===== src/rtl/msft_dv_debug_pkg.sv =====
// Shared definitions for the debug SPI/APB bridge memory target.
package msft_dv_debug_pkg;

  localparam int unsigned DBG_DATA_W  = 32;
  localparam int unsigned DBG_APB_DW  = 48;
  localparam int unsigned DBG_TAG_BIT = 32;

  typedef enum logic [2:0] {
    ST_IDLE,
    ST_REQ,
    ST_RESP,
    ST_DONE,
    ST_DRAIN
  } dbg_mem_state_e;

endpackage


===== src/rtl/msft_dv_debug_apb32_mem.sv =====
// APB32 target converting each debug APB transfer into one word access on a
// req/gnt/rvalid memory port. Reports misalignment, memory error and timeout
// on psuberr32, and drains a response abandoned on timeout.
import msft_dv_debug_pkg::*;

module msft_dv_debug_apb32_mem #(
  parameter int unsigned TIMEOUT_CYCLES = 255
) (
  input  logic                  clk,
  input  logic                  rst,
  input  logic                  psel32,
  input  logic                  penable32,
  input  logic [31:0]           paddr32,
  input  logic                  pwrite32,
  input  logic [DBG_APB_DW-1:0] pwdata32,
  output logic [DBG_APB_DW-1:0] prdata32,
  output logic                  pready32,
  output logic                  psuberr32,
  output logic                  mem_req,
  input  logic                  mem_gnt,
  output logic [31:0]           mem_addr,
  output logic                  mem_we,
  output logic [DBG_DATA_W-1:0] mem_wdata,
  output logic                  mem_wtag,
  input  logic                  mem_rvalid,
  input  logic [DBG_DATA_W-1:0] mem_rdata,
  input  logic                  mem_rtag,
  input  logic                  mem_err
);

  localparam logic [7:0] TMO_LAST = 8'(TIMEOUT_CYCLES - 1);
  localparam int unsigned PAD_W   = DBG_APB_DW - DBG_DATA_W - 1;

  dbg_mem_state_e state_q, state_d;
  logic [7:0]            cnt_q, cnt_d;
  logic                  drain_pend_q, drain_pend_d;
  logic                  tmo;

  logic                  pready_d, psuberr_d, req_d, we_d, wtag_d;
  logic [DBG_APB_DW-1:0] prdata_d;
  logic [31:0]           addr_d;
  logic [DBG_DATA_W-1:0] wdata_d;

  // Upper pwdata32 bits carry nothing for this target.
  logic unused_pwdata_hi;
  assign unused_pwdata_hi = ^pwdata32[DBG_APB_DW-1:DBG_TAG_BIT+1];

  // Next-state, counter and registered-output values for every state.
  // prdata32 doubles as the read capture register: it is loaded only on a
  // successful read response and is zero in every other cycle.
  always_comb begin
    state_d      = state_q;
    cnt_d        = cnt_q;
    drain_pend_d = drain_pend_q;
    pready_d     = 1'b0;
    psuberr_d    = 1'b0;
    prdata_d     = '0;
    req_d        = mem_req;
    addr_d       = mem_addr;
    we_d         = mem_we;
    wdata_d      = mem_wdata;
    wtag_d       = mem_wtag;
    // >= so a gnt that beats the timeout still times out on the next RESP cycle
    tmo          = (cnt_q >= TMO_LAST);

    unique case (state_q)
      ST_IDLE: begin
        if (psel32 && penable32) begin
          if (paddr32[1:0] != 2'b00) begin
            state_d   = ST_DONE;
            pready_d  = 1'b1;
            psuberr_d = 1'b1;
          end else begin
            state_d = ST_REQ;
            req_d   = 1'b1;
            addr_d  = {paddr32[31:2], 2'b00};
            we_d    = pwrite32;
            wdata_d = pwdata32[DBG_DATA_W-1:0];
            wtag_d  = pwdata32[DBG_TAG_BIT];
            cnt_d   = '0;
          end
        end
      end
      ST_REQ: begin
        cnt_d = cnt_q + 8'd1;
        if (mem_gnt) begin
          state_d = ST_RESP;
          req_d   = 1'b0;
        end else if (tmo) begin
          state_d   = ST_DONE;
          req_d     = 1'b0;
          pready_d  = 1'b1;
          psuberr_d = 1'b1;
        end
      end
      ST_RESP: begin
        cnt_d = cnt_q + 8'd1;
        if (mem_rvalid) begin
          state_d   = ST_DONE;
          pready_d  = 1'b1;
          psuberr_d = mem_err;
          if (!mem_we && !mem_err)
            prdata_d = {{PAD_W{1'b0}}, mem_rtag, mem_rdata};
        end else if (tmo) begin
          state_d      = ST_DONE;
          pready_d     = 1'b1;
          psuberr_d    = 1'b1;
          drain_pend_d = 1'b1;
        end
      end
      ST_DONE: begin
        state_d = drain_pend_q ? ST_DRAIN : ST_IDLE;
      end
      ST_DRAIN: begin
        if (mem_rvalid) begin
          drain_pend_d = 1'b0;
          state_d      = ST_IDLE;
        end
      end
      default: state_d = ST_IDLE;
    endcase
  end

  // State, counter and all output registers with synchronous reset.
  always_ff @(posedge clk) begin
    if (rst) begin
      state_q      <= ST_IDLE;
      cnt_q        <= '0;
      drain_pend_q <= 1'b0;
      pready32     <= 1'b0;
      psuberr32    <= 1'b0;
      prdata32     <= '0;
      mem_req      <= 1'b0;
      mem_addr     <= '0;
      mem_we       <= 1'b0;
      mem_wdata    <= '0;
      mem_wtag     <= 1'b0;
    end else begin
      state_q      <= state_d;
      cnt_q        <= cnt_d;
      drain_pend_q <= drain_pend_d;
      pready32     <= pready_d;
      psuberr32    <= psuberr_d;
      prdata32     <= prdata_d;
      mem_req      <= req_d;
      mem_addr     <= addr_d;
      mem_we       <= we_d;
      mem_wdata    <= wdata_d;
      mem_wtag     <= wtag_d;
    end
  end

endmodule


===== config.mk =====
export PLATFORM = sky130hd
export DESIGN_NAME = msft_dv_debug_apb32_mem
export DESIGN_NICKNAME = d
export VERILOG_FILES = /design/src/rtl/msft_dv_debug_pkg.sv /design/src/rtl/msft_dv_debug_apb32_mem.sv
export SDC_FILE = /design/constraint.sdc
export NUM_CORES = 1
export LEC_CHECK = 0
export CAP_MARGIN = 30
export CORE_ASPECT_RATIO = 0.5
export CORE_MARGIN = 2
export CORE_UTILIZATION = 31
export CTS_BUF_LIST = sky130_fd_sc_hd__clkbuf_16
export DETAILED_ROUTE_END_ITERATION = 6
export GPL_TIMING_DRIVEN = 0
export PLACE_DENSITY = 0.65
export REMOVE_ABC_BUFFERS = 1
export SYNTH_ARGS = -nofsm -noshare
export SYNTH_HDL_FRONTEND = slang
export SYNTH_SLANG_ARGS = --single-unit

===== constraint.sdc =====
create_clock -name clk -period 1.7 [get_ports clk]
set_input_delay 0.34 -clock clk [delete_from_list [all_inputs] [get_ports clk]]
set_output_delay 0.34 -clock clk [all_outputs]
set_load 0.02 [all_outputs]

**Run 1: clock distribution**

Scale bar: 50 microns.
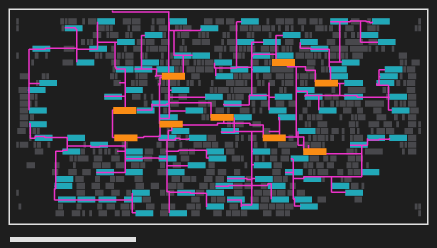
Key: flip-flops = cyan [count 112]; clock drivers = orange [count 9]; clock wires = magenta [length 1340 microns]
Position of the flops: spread over the die.
clock share of power: 36.8%
Worst Skew: 5.619 ps

**Run 1: wire density map**

The die is cut into 33 by 17 equal tiles; dark blue is low, red is high, scaled to the fullest tile. Values are wire area over tile area, all layers added.
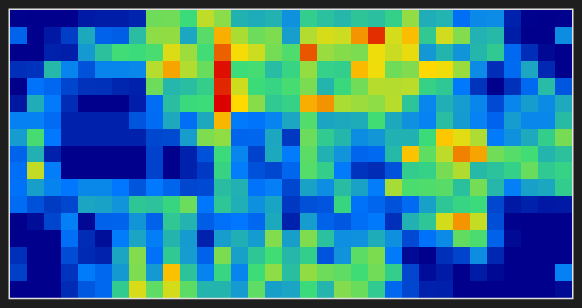
The fullest tile reaches 0.41. The densest ninth of the die: top middle. 12% of the tiles are nearly empty. The emptiest ninth of the die: bottom right.

**Run 1: where the registers sit**

Scale bar: 50 microns.
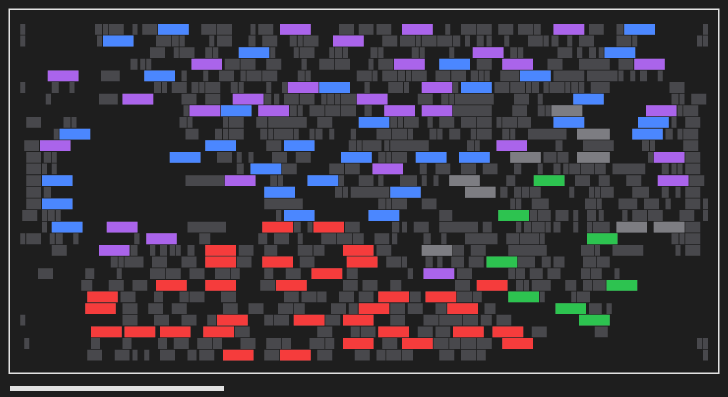
Key: `prdata32` = red [placed flops 33]; `mem_addr` = purple [placed flops 30]; `mem_wdata` = blue [placed flops 32]; `cnt_q` = green [placed flops 8]
Another 9 sequential cells are not coloured.

**Run 1: cell placement**

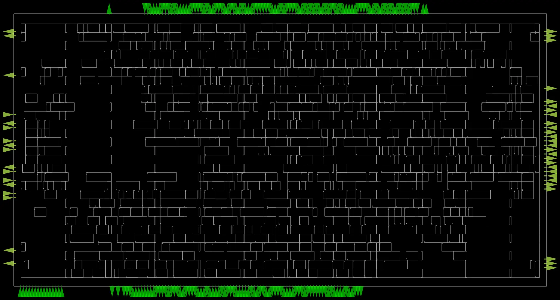
number of tapcells: 170
num rows: 29

==> ci_impl_report.md, run 1 <==
### Flow metrics

| Metric | Value |
|---|---|
| Finish-stage setup viols | 0 |
| Critical Path AT | 1320 ps |
| CTS Buffer Depth | 2 |
| Post-Syn Area | 4044 sq um |
| Crit start category | flop |
| ANT cells | 0 |
| Dpl hpwl | 8518 microns |
| Via count | 3634 |
| WP data required | 1360 ps |
| Flop2flop setup slack | 150 ps |
| Busiest grt layer | met2 |
| Seq area share | 34.00% |
| Top cell area share | 55.45% |
| Dominant flop cell | dfxtp_1 |
| M3 GR Usage | 3.409% |
| Buffering overhead | 33.96% |
| First-pass GRT wire length | 18660 microns |
| Post-Synthesis Cells | 456 |
| H-tree lvl count | 3 |
| Router iterations before antenna repair | 4 |
| CTS Sinks | 112 |
| Top power group | registers |
| Worst path max stage delay | 630 ps |
| YS chip area | 4044 sq um |
| Crit-path max FO | 2 |
| Initial antenna violation count | 0 |
| Switching share of power | 25.32% |
| Outcome | complete, no violations |
| Biggest area consumer among synthesized cells | dfxtp_1 |
| Sw Pwr | 1.389 mW |
| Worst-path clk slew | 80 ps |
| Register share of total power | 49.9% |
| Max layer used | met4 |
| Cell depth of the worst hold path | 2 |
| Final Non-Filler Cells | 831 |
| Initial DRC Count | 132 |
| Setup crit end | mem_wdata[26] |
| Reg2Reg Depth | 4 |
| Post-route cell area | 6603 sq um |
| Logic cell area | 1615 sq um |
| Filler cells | 1194 |
| # clk buffers | 9 |
| Yosys warns | 0 |
| Met1 usage | 22.01% |
| Met1 Routed Length | 5582 microns |
| Antenna viol nets, final | 0 |
| Slew @ Worst Pin | 793.9 ps |
| Top Layout Cells | 196 x clkdlybuf4s50_1, 134 x nand2_1, 110 x dfxtp_1 |
| Gr ovfl total | 0 |
| Count leader, synth | nand2_1 |
| Yosys cell types | 42 |
| Chip area | 14030 sq um |
| Asr flop ratio synth | 0% |
| Largest class | sequential cells |
| Nets | 779 |
| Slew margin rel. | 47.08% |
| Multi-input combinational area share | 24.46% |
| Min Hold Slack | 451.4 ps |
| HP Start | mem_wdata[10] |
| Setup WS pre-CTS | -737.2 ps |
| Final min period | 1661 ps |
| CTS buffer count | 9 |
| Critical path type | flop to primary output |
| Peak Freq | 602.2 MHz |
| Max_cap viols | 0 |
| Crit path cell chain | clkdlybuf4s50_1 |
| RSZ-0062 raised after global routing | false |
| Total power | 5.487 mW |
==> run 1: cells by family after synthesis <==
family | synth area share (%)
flip-flops | 55.45
adder cells (fa/ha/maj) | 0.6187
AND/OR/NAND/NOR | 23.30
XOR/XNOR | 1.299
other | 0.09273
AND-OR/OR-AND | 11.85
buffers and inverters | 7.395
==> run 1: sequential cells by signal (all words and copies together), names as in the netlist <==
register,count
drain_pend_q,1
state_q,3
cnt_q,8
mem_addr,30
mem_we,1
prdata32,33
mem_wtag,1
mem_wdata,32
mem_req,1
psuberr32,1
pready32,1
==> run 1: what timing repair did <==
action | in CTS | in global routing
pin swaps | 4 | 1
setup endpoints to repair | 106 | 87
setup buffers | 5 | 0
hold endpoints to repair | 0 | 0
hold buffers | 0 | 0
resized | 5 | 14
gates cloned | 2 | 2
**Run 1: cells by drive strength**

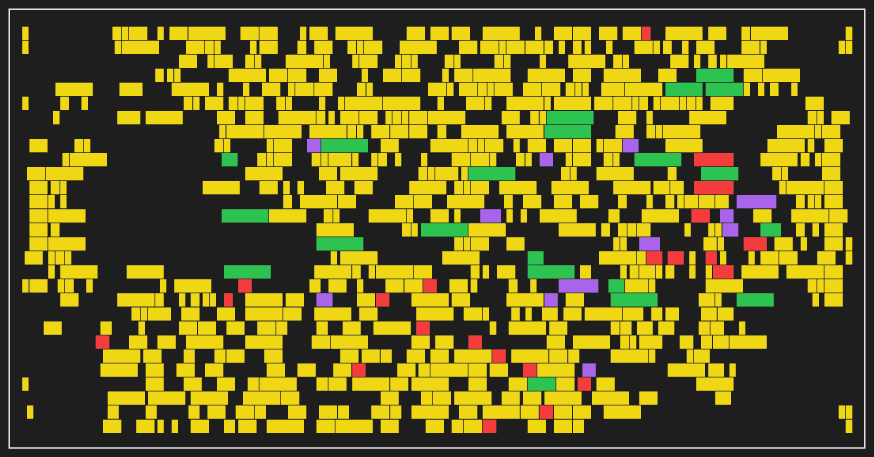

==> run 1 -> run 2 <==
Settings changed: CORE_UTILIZATION 31 to 38, PLACE_DENSITY 0.65 to 0.78.
**Run 2: cells by drive strength**

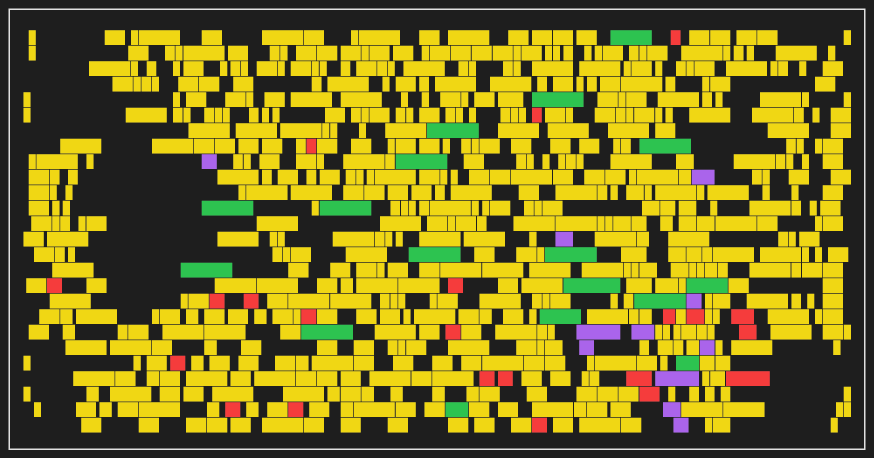
Key: _6 and larger = green [cells 17]; _0 and _1 cells = yellow [cells 610]; _3 and _4 cells = purple [cells 11]; _2 cells = red [cells 22]

**Run 2: cell placement**

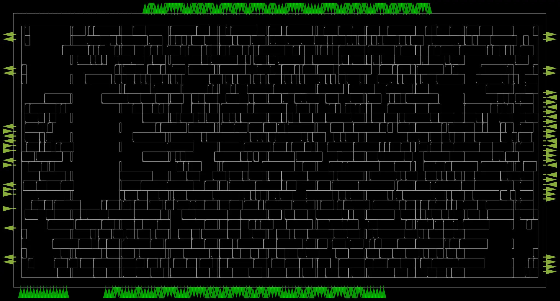
num rows: 26
Filler cells: 884
Flops: 112

==> ci_impl_report.md, run 2 <==
### Flow metrics

| Metric | Value |
|---|---|
| First-pass GRT wire length | 17950 microns (was 18660 microns) |
| CTS buffer count | 9 (unchanged) |
| CTS Sinks | 112 (unchanged) |
| CTS Buffer Depth | 2 (unchanged) |
| H-tree lvl count | 3 (unchanged) |
| Antenna viol nets, final | 0 (unchanged) |
| CTS tree | yes (unchanged) |
| Initial DRC Count | 159 (was 132) |
| Max reg flops | 33 (unchanged) |
| Mux frac, synth | 0% (unchanged) |
| Worst-path clk slew | 70 ps (was 80 ps) |
| Setup Buffers After CTS | 4 (was 5) |
| Reg2Reg Depth | 4 (unchanged) |
| Top cell area share | 55.45% (unchanged) |
| Asr flop ratio synth | 0% (unchanged) |
| Synth logic family | simple AND/OR/NAND/NOR gates (unchanged) |
| Logic cell area | 1615 sq um (unchanged) |
| Worst setup margin | 25.14 ps (was 39.43 ps) |
| Final Non-Filler Cells | 800 (was 831) |
| Critical Path AT | 1330 ps (was 1320 ps) |
| M3 GR Usage | 3.869% (was 3.409%) |
| Synth cell count leaders | 135 x nand2_1, 112 x dfxtp_1, 71 x a21oi_1 (unchanged) |
| Dpl hpwl | 8337 microns (was 8518 microns) |
| Overall Global Routing Usage | 20.01% (was 17.35%) |
| Crit-path max FO | 2 (unchanged) |
| Dominant logic cell type in the layout | clkdlybuf4s50_1 (unchanged) |
| Yosys warns | 0 (unchanged) |
| Met1 usage | 22.71% (was 22.01%) |
| Yosys cell types | 42 (unchanged) |
| Max layer used | met4 (unchanged) |
| HP Start | mem_addr[11] (was mem_wdata[10]) |
| Yosys xor share | 1.300% (unchanged) |
| Yosys aoi share | 11.85% (unchanged) |
| Finish-stage setup viols | 0 (unchanged) |
| Chip area | 11530 sq um (was 14030 sq um) |
| Crit path cell chain | clkdlybuf4s50_1 (unchanged) |
| Critical R2R Launch | state_q[0] (was state_q[1]) |
| Final min period | 1675 ps (was 1661 ps) |
| Gr ovfl total | 0 (unchanged) |
| Initial antenna violation count | 0 (unchanged) |
| Worst Skew | 7.968 ps (was 5.619 ps) |
| Slew @ Worst Pin | 613.1 ps (was 793.9 ps) |
| Top Layout Cells | 202 x clkdlybuf4s50_1, 134 x nand2_1, 111 x dfxtp_1 (was 196 x clkdlybuf4s50_1, 134 x nand2_1, 110 x dfxtp_1) |
| Peak Freq | 597.1 MHz (was 602.2 MHz) |
| Setup WS pre-CTS | -642.0 ps (was -737.2 ps) |
| Total power | 5.335 mW (was 5.487 mW) |
| Top power group | registers (unchanged) |
| Met1 Routed Length | 4779 microns (was 5582 microns) |
| EDFF count, synth | 0 (unchanged) |
| Flop2flop setup slack | 80 ps (was 150 ps) |
| Nets | 779 (unchanged) |
| CTS hold repair buffers | 0 (unchanged) |
| Avg Vias per Cell | 4.619 (was 4.373) |
| GP Congestion | 0.8248 (was 0.7520) |
| Post-Synthesis Cells | 456 (unchanged) |
| Post-synthesis adder-cell area fraction | 0.6188% (unchanged) |
| Slew margin rel. | 59.13% (was 47.08%) |
| Router iterations before antenna repair | 4 (unchanged) |
| Post-route cell area | 6514 sq um (was 6603 sq um) |
| Crit start category | flop (unchanged) |
| Via count | 3695 (was 3634) |
| Dominant flop cell | dfxtp_1 (unchanged) |
| Simple share | 23.30% (unchanged) |
| Switching share of power | 24.02% (was 25.32%) |
| ANT cells | 0 (unchanged) |
| RSZ-0062 raised after global routing | false (unchanged) |
| Min Hold Slack | 453.6 ps (was 451.4 ps) |
| Outcome | complete, no violations (unchanged) |
| WP data required | 1360 ps (about the same) |
| Busiest grt layer | met2 (unchanged) |
**Run 2: where the registers sit**

Scale bar: 50 microns.
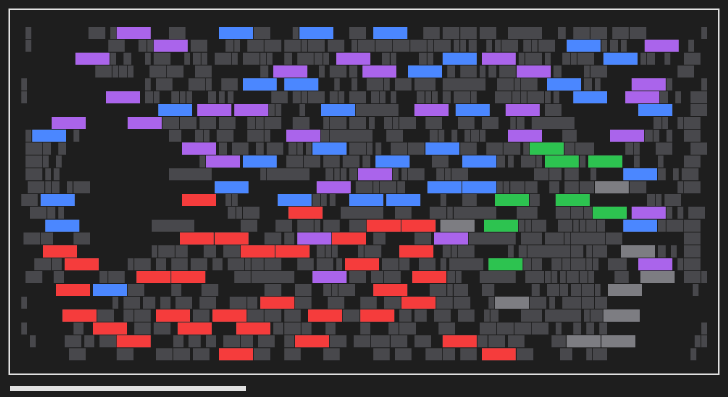
Key: `prdata32` = red [placed flops 33]; `mem_wdata` = blue [placed flops 32]; `cnt_q` = green [placed flops 8, where right middle]; `mem_addr` = purple [placed flops 30]

-- run 2: area by class of cell --
| type | instances | share of cell area [%] |
|---|---|---|
| Clock buffer | 9 | 3.458 |
| Clock inverter | 6 | 0.4418 |
| Inverter | 2 | 0.1153 |
| Multi-Input combinational cell | 315 | 24.80 |
| Sequential cell | 112 | 34.44 |
| Tap cell | 140 | 2.689 |
| Timing Repair Buffer | 216 | 34.06 |
-- run 2: how the worst min path moves through the flow --
| stage | to | slack [ps] | cells past startpoint |
|---|---|---|---|
| 6_report | mem_addr[11] | 450 | 2 |
| 3_3_place_gp | mem_wdata[23] | 440 | 2 |
| 5_1_grt | mem_addr[2] | 480 | 2 |
| 3_5_place_dp | mem_wdata[28] | 450 | 2 |
| 4_1_cts | mem_wdata[28] | 460 | 2 |
| 2_1_floorplan | drain_pend_q | 410 | 1 |
**Run 2: clock distribution**

Scale bar: 50 microns.
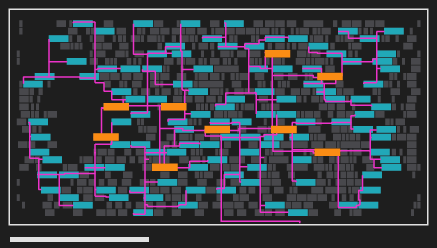

==> run 2 -> run 3 <==
Settings changed: CTS_BUF_LIST sky130_fd_sc_hd__clkbuf_16 to not set.
**Run 3: clock distribution**

Scale bar: 50 microns.
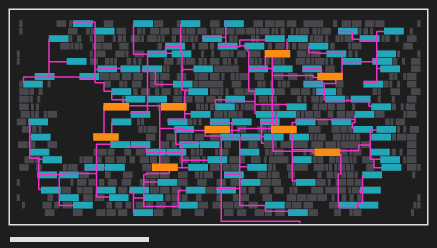
Key: clock drivers = orange [count 9]; clock wires = magenta [length 1240 microns]; flip-flops = cyan [count 112]
There are 10 routed clock nets.

**Run 3: where the registers sit**

Scale bar: 50 microns.
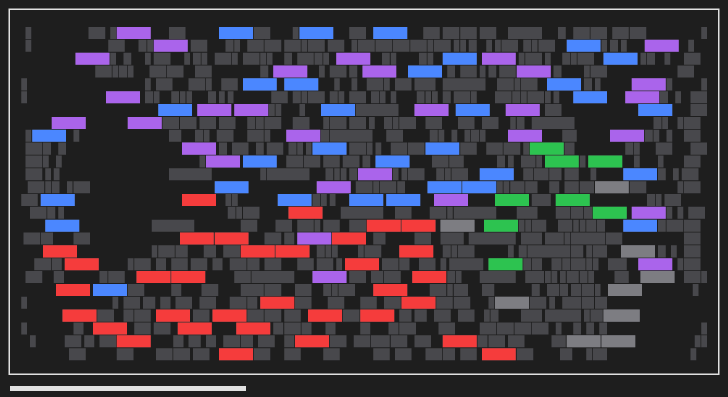
Key: `prdata32` = red [placed flops 33]; `cnt_q` = green [placed flops 8, where right middle]; `mem_wdata` = blue [placed flops 32]; `mem_addr` = purple [placed flops 30]

==> ci_impl_report.md, run 3 <==
### Flow metrics

| Metric | Value |
|---|---|
| Outcome | complete, no violations (unchanged) |
| Gr ovfl total | 0 (unchanged) |
| Yosys cell types | 42 (unchanged) |
| Worst path max stage delay | 660 ps (about the same) |
| Top cell area share | 55.45% (unchanged) |
| Top Layout Cells | 202 x clkdlybuf4s50_1, 134 x nand2_1, 111 x dfxtp_1 (unchanged) |
| Finish-stage setup viols | 0 (unchanged) |
| Asr flop ratio synth | 0% (unchanged) |
| CTS tree | yes (unchanged) |
| EDFF count, synth | 0 (unchanged) |
| Flops | 112 (unchanged) |
| Crit start category | flop (unchanged) |
| Logic cell area | 1615 sq um (unchanged) |
| Flop2flop setup slack | 90 ps (was 80 ps) |
| Crit-path max FO | 2 (unchanged) |
| GP Congestion | 0.8248 (unchanged) |
| Final Non-Filler Cells | 800 (unchanged) |
| Critical path type | flop to primary output (unchanged) |
| Max reg flops | 33 (unchanged) |
| Slew @ Worst Pin | 608.8 ps (was 613.1 ps) |
| ANT cells | 0 (unchanged) |
| Min Hold Slack | 453.8 ps (was 453.6 ps) |
| Non-clk invs | 2 (unchanged) |
| Reg with most FFs | prdata32 (unchanged) |
| Final min period | 1675 ps (about the same) |
| Switching share of power | 23.69% (was 24.02%) |
| Count leader, synth | nand2_1 (unchanged) |
| Largest class | sequential cells (unchanged) |
| Post-route cell area | 6534 sq um (was 6514 sq um) |
| Critical R2R Launch | state_q[0] (unchanged) |
| Register share of total power | 50.4% (was 51.4%) |
| Worst setup margin | 24.92 ps (was 25.14 ps) |
| Via count | 3721 (was 3695) |
| Initial antenna violation count | 0 (unchanged) |
| Dominant flop cell | dfxtp_1 (unchanged) |
| Setup crit end | mem_addr[18] (unchanged) |
| Worst-path clk slew | 70 ps (about the same) |
| Dominant logic cell type in the layout | clkdlybuf4s50_1 (unchanged) |
| CTS Buffer Depth | 2 (unchanged) |
| Antenna viol nets, final | 0 (unchanged) |
| CTS Sinks | 112 (unchanged) |
| Cell depth of the worst hold path | 2 (unchanged) |
| Slew margin rel. | 59.41% (was 59.13%) |
| Yosys warns | 0 (unchanged) |
| Num rows | 26 (unchanged) |
| Total power | 5.439 mW (was 5.335 mW) |
| Biggest regs | prdata32 x33, mem_wdata x32, mem_addr x30 (unchanged) |
| Biggest area consumer among synthesized cells | dfxtp_1 (unchanged) |
| Reg2Reg Depth | 4 (unchanged) |
| Combinational gates | 315 (unchanged) |
| Hold EP | mem_addr[11] (unchanged) |
| Initial DRC Count | 166 (was 159) |
| WP data required | 1360 ps (about the same) |
| First-pass GRT wire length | 18040 microns (was 17950 microns) |
| Worst Skew | 10.11 ps (was 7.968 ps) |
| Avg Vias per Cell | 4.651 (was 4.619) |
| H-tree lvl count | 3 (unchanged) |
| CTS buffer count | 9 (unchanged) |
**Run 3: cell placement**

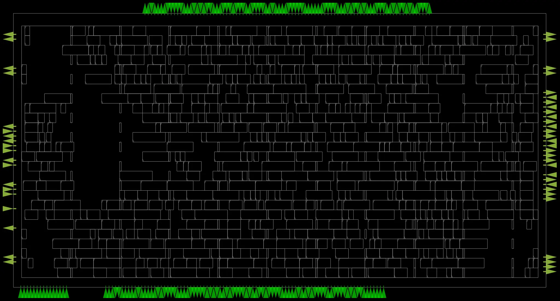
number of tapcells: 140
Filler cells: 883
total core area: 10280 sq um
Seq area share: 34.34%
final core utilization: 63.56%

[run 3: cells by family after synthesis]
kind of cell | Yosys count | share of synthesized area [%]
and+or+nand+nor | 201 | 23.30
DFF | 112 | 55.45
AOI/OAI and AO/OA | 87 | 11.85
buffers and inverters | 47 | 7.395
xor gates and xnor gates | 6 | 1.299
adders and majority gates | 2 | 0.6187
other | 1 | 0.09273
[run 3: metal layers]
metal / wire, microns / part of all wire (%) / global-route usage (%)
met1: 4870 / 41 / 22.74
met2: 6416 / 53 / 37.53
met3: 476 / 4.0 / 3.869
met4: 257 / 2.1 / 7.264
met5: 0 / 0 / 0
[run 3: repair_timing]
| action | in CTS | in global routing |
|---|---|---|
| setup endpoints to repair | 99 | 93 |
| resized | 4 | 8 |
| cloned | 1 | 3 |
| setup buffers | 4 | 1 |
| pin swaps | 3 | 1 |
Power figures rest on the tool's default switching activity, not on a simulated workload.
